Fig. 1: run 1, pin placement
Pins as bars across the die edge, other pins in gray.
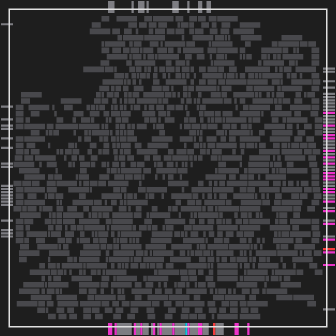
Fig. 2: run 1, clock wiring as the flow saved it
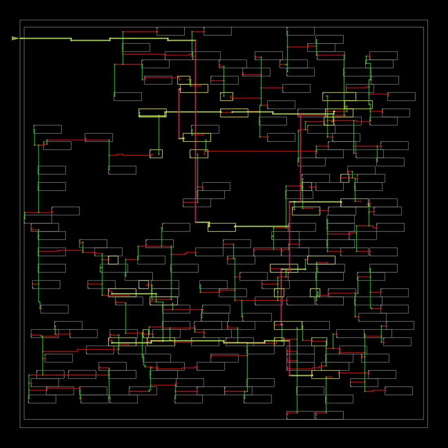
Fig. 3: run 1, power grid
Pins as bars on the die edge.
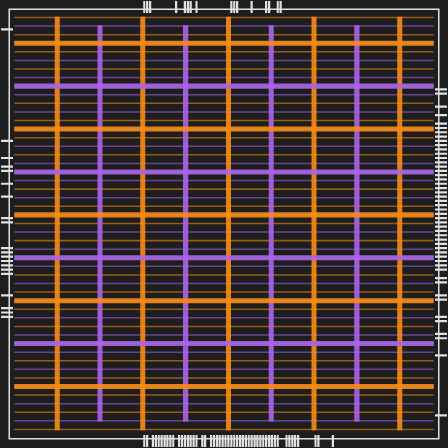
===== config.mk =====
export PLATFORM = sky130hd
export DESIGN_NAME = seq_div
export DESIGN_NICKNAME = d
export VERILOG_FILES = /design/src/rtl/seq_div_pkg.sv /design/src/rtl/seq_div_sub_borrow.sv /design/src/rtl/seq_div.sv
export SDC_FILE = /design/constraint.sdc
export NUM_CORES = 1
export LEC_CHECK = 0
export CORE_UTILIZATION = 52
export DETAILED_ROUTE_END_ITERATION = 10
export PLACE_DENSITY = 0.77
export SYNTH_ARGS = -nofsm -noshare
export SYNTH_HDL_FRONTEND = slang
export SYNTH_HIERARCHICAL = 1
export SYNTH_SLANG_ARGS = --single-unit

===== constraint.sdc =====
create_clock -name clk -period 4.3 [get_ports clk]
set_input_delay 0.645 -clock clk [delete_from_list [all_inputs] [get_ports clk]]
set_output_delay 0.645 -clock clk [all_outputs]
set_load 0.1 [all_outputs]

===== src/rtl/seq_div_pkg.sv =====
// seq_div_pkg: shared types and constants for the sequential divider.
// Holds the default width, FSM state enum and overflow bit positions.
package seq_div_pkg;

   localparam int WIDTH_DEF = 32;

   localparam int OVF_DZ = 0;
   localparam int OVF_SO = 1;

   localparam logic [1:0] OVF_DZ_M = 2'(1 << OVF_DZ);
   localparam logic [1:0] OVF_SO_M = 2'(1 << OVF_SO);

   typedef enum logic [1:0] {
      IDLE = 2'd0,
      CALC = 2'd1,
      DONE = 2'd2
   } state_t;

endpackage


===== src/rtl/seq_div_sub_borrow.sv =====
// sub_borrow: N-bit subtractor, diff = a - b, borrow = (a < b).
// Ports: a, b (N) in; diff (N), borrow (1) out.
module sub_borrow #(
   parameter int N = 33
) (
   input  logic [N-1:0] a,
   input  logic [N-1:0] b,
   output logic [N-1:0] diff,
   output logic         borrow
);

   assign {borrow, diff} = {1'b0, a} - {1'b0, b};

endmodule


===== src/rtl/seq_div.sv =====
// seq_div: restoring divider, one quotient bit per clock, valid/ready I/O.
// Ports: clk, rst_n, in_valid/in_ready, x, y, out_valid/out_ready,
// quoc, resto, overflow[1:0]; sgn only with SEQ_DIV_SIGNED_EN defined.
module seq_div
   import seq_div_pkg::*;
#(
   parameter int WIDTH = WIDTH_DEF
) (
   input  logic             clk,
   input  logic             rst_n,
   input  logic             in_valid,
   output logic             in_ready,
   input  logic [WIDTH-1:0] x,
   input  logic [WIDTH-1:0] y,
   output logic             out_valid,
   input  logic             out_ready,
   output logic [WIDTH-1:0] quoc,
   output logic [WIDTH-1:0] resto,
   output logic [1:0]       overflow
`ifdef SEQ_DIV_SIGNED_EN
   ,
   input  logic             sgn
`endif
);

   localparam int CW = $clog2(WIDTH) + 1;
   localparam logic [CW-1:0] LAST = CW'(WIDTH - 1);

   state_t           state;
   logic [CW-1:0]    cnt;
   logic [WIDTH-1:0] rem;
   logic [WIDTH-1:0] dvd;
   logic [WIDTH-1:0] dvs;
   logic             neg_q;
   logic             neg_r;
   logic             so;

   logic [WIDTH-1:0] ax;
   logic [WIDTH-1:0] ay;
   logic             a_nq;
   logic             a_nr;
   logic             a_so;

   logic [WIDTH:0]   shf;
   logic [WIDTH:0]   diff;
   logic             borrow;
   logic [WIDTH-1:0] qn;
   logic [WIDTH-1:0] rn;
   logic             acc;

`ifdef SEQ_DIV_SIGNED_EN
   // Divide magnitudes; signs are reapplied when the result is loaded.
   assign a_nq = sgn & (x[WIDTH-1] ^ y[WIDTH-1]);
   assign a_nr = sgn & x[WIDTH-1];
   assign ax   = a_nr ? -x : x;
   assign ay   = (sgn & y[WIDTH-1]) ? -y : y;
   assign a_so = sgn && (x == {1'b1, {(WIDTH-1){1'b0}}})
                 && (y == '1);
`else
   assign a_nq = 1'b0;
   assign a_nr = 1'b0;
   assign ax   = x;
   assign ay   = y;
   assign a_so = 1'b0;
`endif

   assign acc = in_valid & in_ready;

   // dvd shifts left; its MSB feeds the partial remainder, and the
   // freed LSB collects the quotient bit.
   assign shf = {rem, dvd[WIDTH-1]};

   sub_borrow #(
      .N(WIDTH + 1)
   ) u_sub (
      .a     (shf),
      .b     ({1'b0, dvs}),
      .diff  (diff),
      .borrow(borrow)
   );

   assign qn = {dvd[WIDTH-2:0], ~borrow};
   assign rn = borrow ? shf[WIDTH-1:0] : diff[WIDTH-1:0];

   always_ff @(posedge clk or negedge rst_n) begin
      if (!rst_n) begin
         state     <= IDLE;
         in_ready  <= 1'b1;
         out_valid <= 1'b0;
         quoc      <= '0;
         resto     <= '0;
         overflow  <= '0;
         cnt       <= '0;
         rem       <= '0;
         dvd       <= '0;
         dvs       <= '0;
         neg_q     <= 1'b0;
         neg_r     <= 1'b0;
         so        <= 1'b0;
      end else begin
         unique case (state)
            IDLE: begin
               if (acc) begin
                  dvd      <= ax;
                  dvs      <= ay;
                  rem      <= '0;
                  cnt      <= '0;
                  neg_q    <= a_nq;
                  neg_r    <= a_nr;
                  so       <= a_so;
                  in_ready <= 1'b0;
                  if (y == '0) begin
                     state     <= DONE;
                     out_valid <= 1'b1;
                     quoc      <= '1;
                     resto     <= x;
                     overflow  <= OVF_DZ_M;
                  end else begin
                     state <= CALC;
                  end
               end
            end
            CALC: begin
               rem <= rn;
               dvd <= qn;
               cnt <= cnt + CW'(1);
               if (cnt == LAST) begin
                  state     <= DONE;
                  out_valid <= 1'b1;
                  quoc      <= neg_q ? -qn : qn;
                  resto     <= neg_r ? -rn : rn;
                  overflow  <= so ? OVF_SO_M : '0;
               end
            end
            DONE: begin
               if (out_ready) begin
                  state     <= IDLE;
                  out_valid <= 1'b0;
                  in_ready  <= 1'b1;
               end
            end
            default: begin
               state     <= IDLE;
               out_valid <= 1'b0;
               in_ready  <= 1'b1;
            end
         endcase
      end
   end

endmodule


==> ds_physical_params.txt, run 1 <==
Physical implementation characteristics

Parameter                              Value

Status
  Status .................. complete, no violations

Cells and area
  Final non-filler cell area .................. approximately 0.011 mm2
  Inverter count of the layout excluding clock inverters .................. around 45
  Number of ordinary and repair buffers in the finished layout .................. roughly 140
  Fillers .................. 1401
  Number of clock buffers in the layout .................. 18
  Most frequent cells in the layout .................. dfrtp_1, clkdlybuf4s50_1, nor2_1, a21oi_1, mux2i_1
  Seq. cell area .................. 0.004280 mm2
  Area of the multi-input gates .................. 0.004563 mm2
  Flop share of the area .................. a little under two fifths
  Clock-cell share of area .................. ~5.2%
  Final Net Count .................. 1122
  P&R area growth vs syn .................. 21.75%
  Most common logic cell in the routed design .................. dfrtp_1
  Proportion of cell area occupied by multi-input gates .................. ~40%
  Final core occ .................. around 65%
  Count of inserted antenna diode cells .................. 0
  Multi-input gates .................. roughly 640
  NonClk Buf Share .................. 12.58%
  Post-layout instance count excluding filler cells .................. ~1300
  Max-area cell class .................. multi-input combinational cells
  Fraction of final layout cells with drive strength greater than 1 .................. 9.593%

Yosys
  Combined area of all synthesized cells .................. between 0.009 and 0.01 mm2
  Synth Instances .................. 916
  Mean post-synth cell area .................. between 10 and 15 um2
  Yosys warnings .................. 6

Job
  Log Warnings .................. 28
  Reported max-cap violation count .................. 0

Clock network
  Clock tree from TritonCTS .................. done
  Deepest clock path buffer count .................. 2
  Root buffer selected by CTS .................. clkbuf_16
  Buffers inserted during post-CTS setup optimization .................. 0
  Clock-pin slew reported for the worst setup and hold paths after clock tree synthesis .................. about 0.070 ns
  Level count of the clock H-tree .................. 4
  Clock buffers created by TritonCTS .................. 17
  Post-CTS Resized .................. 0
  Number of hold-repair buffers added at the cts stage .................. 0

Hold path
  Kind of path behind the tightest hold check .................. in -> async

Detailed routing
  Total via count in the routed design .................. 7449
  Violation count after the first detailed-route iteration .................. between 500 and 600
  Wire length on met1 .................. around 11 mm
  Uppermost routed layer .................. met4
  DR WL met2 .................. around 11 mm
  Number of iterations in the first detailed-routing pass .................. 5
  Routed wirelength normalized by instance count .................. 18.78 um
  Total routed wirelength .................. 23.61 mm
  Number of routed nets with antenna violations .................. 0
  DRC violations left .................. 0
  Met3 wire length .................. between 1 and 1.5 mm
  Detailed-route vias per instance .................. 5.926

Timing
  Post-route worst hold slack .................. approximately 0.25 ns
  Final setup violation count .................. 0
  Final-report max-slew violation count .................. 0
  Transition time of the tightest slew-check pin .................. roughly 1.1 ns
  Share of the clock period used by the worst path after layout .................. about 82%
  Setup repair after global routing missed its margin .................. no
  Post-layout minimum cycle time .................. approximately 3.5 ns
  Sum of negative setup slack .................. 0 ns
  Maximum clock frequency .................. ~0.28 GHz
  Slew HR .................. ~24%
  Final Hold Vio Count .................. 0
  Final setup slack of the worst path .................. ~0.76 ns

Die
  Number of cell rows .................. between 40 and 50
  Chip area .................. roughly 0.018 mm2
  Num tapcells .................. approximately 230
  I/O Pins .................. approximately 140
  Starting density of the core .................. between 50% and 60%

Worst setup path
  Number of cells on the worst reg-to-reg path .................. 14
  Critical path fanouts, max .................. 19
  Crit path buf inv count .................. 1
  Kind of critical path .................. reg -> reg
  Startpoint type of the worst setup path .................. flip-flop
  Required arrival time at the worst endpoint .................. between 4 and 5 ns
  Crit-path slowest cell .................. dfrtp_1
  Max incr delay on CP .................. about 0.40 ns
  Worst path arrival time .................. approximately 3.8 ns
  First element of the critical path .................. rem[2]$_DFFE_PN0P_
  Crit path to .................. resto[16]$_DFFE_PN0P_
  Cells along the critical path .................. ha_1 -> a21o_1 -> a21oi_2 -> a21oi_2 -> o31ai_4 -> a211oi_2 -> nor2_2 -> nor2_1 -> o22ai_4 -> buf_4 -> mux2i_1 -> nor2_1 -> a21oi_1 -> a22oi_1
  Kind of cell adding the most delay to the critical path .................. AND-OR/OR-AND gates
  Logic depth of the worst setup path including buffers .................. 14
  Worst-case register-to-register setup slack .................. between 0.7 and 0.8 ns
  Worst Setup End Kind .................. flip-flop
  R2r startpoint .................. rem[2]$_DFFE_PN0P_
  Destination of the worst register-to-register timing path .................. resto[16]$_DFFE_PN0P_

Power
  Pwr per Cell Area .................. 820.9 mW/mm2
  Static leakage power .................. 5.607 nW
  Clock Power Share .................. 16.7%
  Sw Pwr .................. between 0.004 and 0.005 W
  Total sequential power .................. 0.00260 W
  Top pwr grp .................. combinational logic
  Design Power .................. around 0.0093 W
  Share of total power consumed by net switching .................. 46.61%
  Comb group .................. about 0.005 W
  Clk. pwr .................. roughly 0.0016 W
  Part of the power in combinational logic .................. between 50 and 60%
  Internal power .................. approximately 0.0050 W
  Sequential fraction of design power .................. 28.0%

GRT
  Busiest grt layer .................. met2
  Met3 usage in global routing .................. under 10%
  Number of global-route vias before repair .................. between 7000 and 8000
  Global-route wire length before repair .................. around 38 mm
  Maximum number of pins on one net before global-route repair .................. 103
  GR Layer Usage met1 .................. a little under two fifths
  Number of antenna violations at the first check in global routing .................. 0
  Overall routing resource usage .................. 27.03%
  Met2 usage .................. a little over two fifths
  Global route overflow .................. 0

Placed design
  GP Congestion .................. slightly below 0.9
  Final HPWL from detailed placement .................. 16.51 mm
  Placed instance area .................. 0.01072 mm2
  Cell count after placement .................. ~1200
  Post-place setup slack .................. ~0.75 ns
About Fig. 1:
color	port	pins	direction	edge
red	overflow	2	output	1 right, 1 bottom
cyan	in_ready	1	output	bottom
magenta	quoc	32	output	18 right, 14 bottom
all pins by edge	51 bottom, 49 right, 20 left, 16 top
port buffer count: 134
Die X: 135.7 um

About Fig. 2:
later-pin clock latency in the skew report: 0.44 ns
final clock skew: 0.01245 ns
clock sink total: 171
number of flip-flops and latches: 171

About Fig. 3:
color	net
purple	VDD
orange	VSS
met5 straps	9
met4 straps	9
maximum ir drop on the vdd rail: 0.3834 mV
CORE AREA: 0.01736 mm2
die height: 135.7 um

==> run 1 -> run 2 <==
- CORE_UTILIZATION: 52 -> 50
- clock period: 4.3 -> 2.9 ns (I/O delays scaled with it)
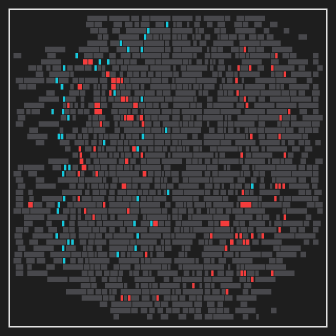
Fig. 4. Selected gate families (run 2).
color	family	cells	most used
red	nand cells	84	nand2_1
cyan	inv cells	45	inv_1
most common logic cell in the routed design: buf_4
post-layout instance count excluding filler cells: 1373

==> run 2 against run 1 <==
The run now ends with design-rule violations, negative hold slack, negative setup slack left; sequential power increased by about 50%; hold slack got worse by 0.26 ns; sequential cell count unchanged; worst setup slack got worse by 0.86 ns; core utilization increased by 3.9 points; total power increased by 71%; synthesized area unchanged; combinational power increased by about 90%; critical path depth increased by 1; critical path type unchanged; largest power group unchanged.
==> ds_physical_params.txt, run 2 <==
Physical implementation characteristics

Parameter                              Value

Cells and area
  Number of ordinary and repair buffers in the finished layout .................. 255 (+78%)
  Number of flip-flops and latches .................. 171 (unchanged)
  NonClk Buf Share .................. 18.09% (+5.5 points)
  Area of the multi-input gates .................. 0.004911 mm2 (+7.6%)
  Final Net Count .................. 1234 (+10%)
  Most frequent cells in the layout .................. buf_4, dfrtp_1, nor2_1, clkdlybuf4s50_1, nand2_1
  Multi-input gates .................. 641 (unchanged)
  Flop share of the area .................. 34.30% (-3.5 points)
  Proportion of cell area occupied by multi-input gates .................. 39.34% (-1.0 points)
  Fraction of final layout cells with drive strength greater than 1 .................. 29.81% (+20 points)
  Inverter count of the layout excluding clock inverters .................. 45 (unchanged)
  Clock-cell share of area .................. 4.611% (-0.63 points)
  Number of clock buffers in the layout .................. 23 (+5)
  Final core occ .................. 69.01% (+3.9 points)
  Count of inserted antenna diode cells .................. 0 (unchanged)

GRT
  Maximum number of pins on one net before global-route repair .................. 73 (-29%)
  Overall routing resource usage .................. 27.13% (+0.10 points)
  Busiest grt layer .................. met2
  Global route overflow .................. 0 (unchanged)
  Met3 usage in global routing .................. 5.507% (-0.029 points)
  Global-route wire length before repair .................. 40.90 mm (+7.3%)
  Met2 usage .................. 41.52% (-0.97 points)
  GR Layer Usage met1 .................. 39.48% (+2.4 points)

Timing
  Final setup violation count .................. 34 (+34)
  Maximum clock frequency .................. 0.3335 GHz (+18%)
  Final setup slack of the worst path .................. -0.09888 ns (-0.8565 ns)
  Final clock skew .................. 0.009142 ns (-0.003309 ns)
  Post-route worst hold slack .................. -0.01710 ns (-0.2648 ns)
  Setup repair after global routing missed its margin .................. yes
  Share of the clock period used by the worst path after layout .................. 103.4% (+21 points)
  Final Hold Vio Count .................. 11 (+11)

Detailed routing
  DR WL met2 .................. 12.23 mm (+9.3%)
  Uppermost routed layer .................. met4
  Wire length on met1 .................. 11.88 mm (+13%)
  Number of routed nets with antenna violations .................. 0 (unchanged)
  Routed wirelength normalized by instance count .................. 19.03 um (+1.3%)
  Total routed wirelength .................. 26.13 mm (+11%)
  Number of iterations in the first detailed-routing pass .................. 11 (+6)
  Violation count after the first detailed-route iteration .................. 661 (+17%)
  DRC violations left .................. 29 (+29)

Worst setup path
  Startpoint type of the worst setup path .................. flip-flop
  Number of cells on the worst reg-to-reg path .................. 15 (+1)
  Worst path arrival time .................. 3.35 ns (-0.45 ns)
  Critical path fanouts, max .................. 6 (-13)
  Required arrival time at the worst endpoint .................. 3.25 ns (-1.31 ns)
  Kind of cell adding the most delay to the critical path .................. AND-OR/OR-AND gates
  R2r startpoint .................. rem[11]$_DFFE_PN0P_
  First element of the critical path .................. rem[11]$_DFFE_PN0P_
  Cells along the critical path .................. ha_1 -> and4_4 -> o2111ai_2 -> a21oi_2 -> o31ai_4 -> a211oi_2 -> nor2_2 -> nor2_2 -> o22ai_4 -> buf_12 -> buf_12 -> mux2i_1 -> nor2_1 -> a21oi_1 -> a22oi_1
  Max incr delay on CP .................. 0.43 ns (+0.03 ns)
  Worst Setup End Kind .................. flip-flop
  Crit path buf inv count .................. 2 (+1)
  Logic depth of the worst setup path including buffers .................. 15 (+1)
  Crit-path slowest cell .................. dfrtp_1

Power
  Sw Pwr .................. 0.007294 W (+69%)
  Maximum ir drop on the vdd rail .................. 0.6798 mV (+77%)
  Pwr per Cell Area .................. 1275 mW/mm2 (+55%)
  Design Power .................. 0.01591 W (+71%)
  Comb group .................. 0.00978 W (+90%)
  Static leakage power .................. 6.326 nW (+13%)

Placed design
  Post-place setup slack .................. -0.1326 ns (-0.8859 ns)
  Placed instance area .................. 0.01125 mm2 (+5.0%)
  Cell count after placement .................. 1313 (+7.2%)
  GP Congestion .................. 0.8860 (-0.95%)
  Port buffer count .................. 134 (unchanged)
  Final HPWL from detailed placement .................. 18.05 mm (+9.4%)

Job
  Log Warnings .................. 28 (unchanged)
  Reported max-cap violation count .................. 0 (unchanged)

Status
  Violated checks .................. design-rule violations, negative hold slack, negative setup slack
  Status .................. finished, violations left

Yosys
  Combined area of all synthesized cells .................. 0.009289 mm2 (unchanged)
  Yosys warnings .................. 6 (unchanged)
  Synth Instances .................. 916 (unchanged)

Die
  I/O Pins .................. 136 (unchanged)
  Die height .................. 138.3 um (+1.9%)
  Die X .................. 138.3 um (+1.9%)
  CORE AREA .................. 0.01809 mm2 (+4.2%)
  Number of cell rows .................. 49 (+2.1%)
  Num tapcells .................. 229 (+1.8%)

Clock network
  Clock-pin slew reported for the worst setup and hold paths after clock tree synthesis .................. 0.07 ns (about the same)
  Number of hold-repair buffers added at the cts stage .................. 0 (unchanged)
  Clock sink total .................. 171 (unchanged)
  Later-pin clock latency in the skew report .................. 0.43 ns (about the same)
  Deepest clock path buffer count .................. 2 (unchanged)
  Clock buffers created by TritonCTS .................. 17 (unchanged)
Power figures rest on the tool's default switching activity, not on a simulated workload.
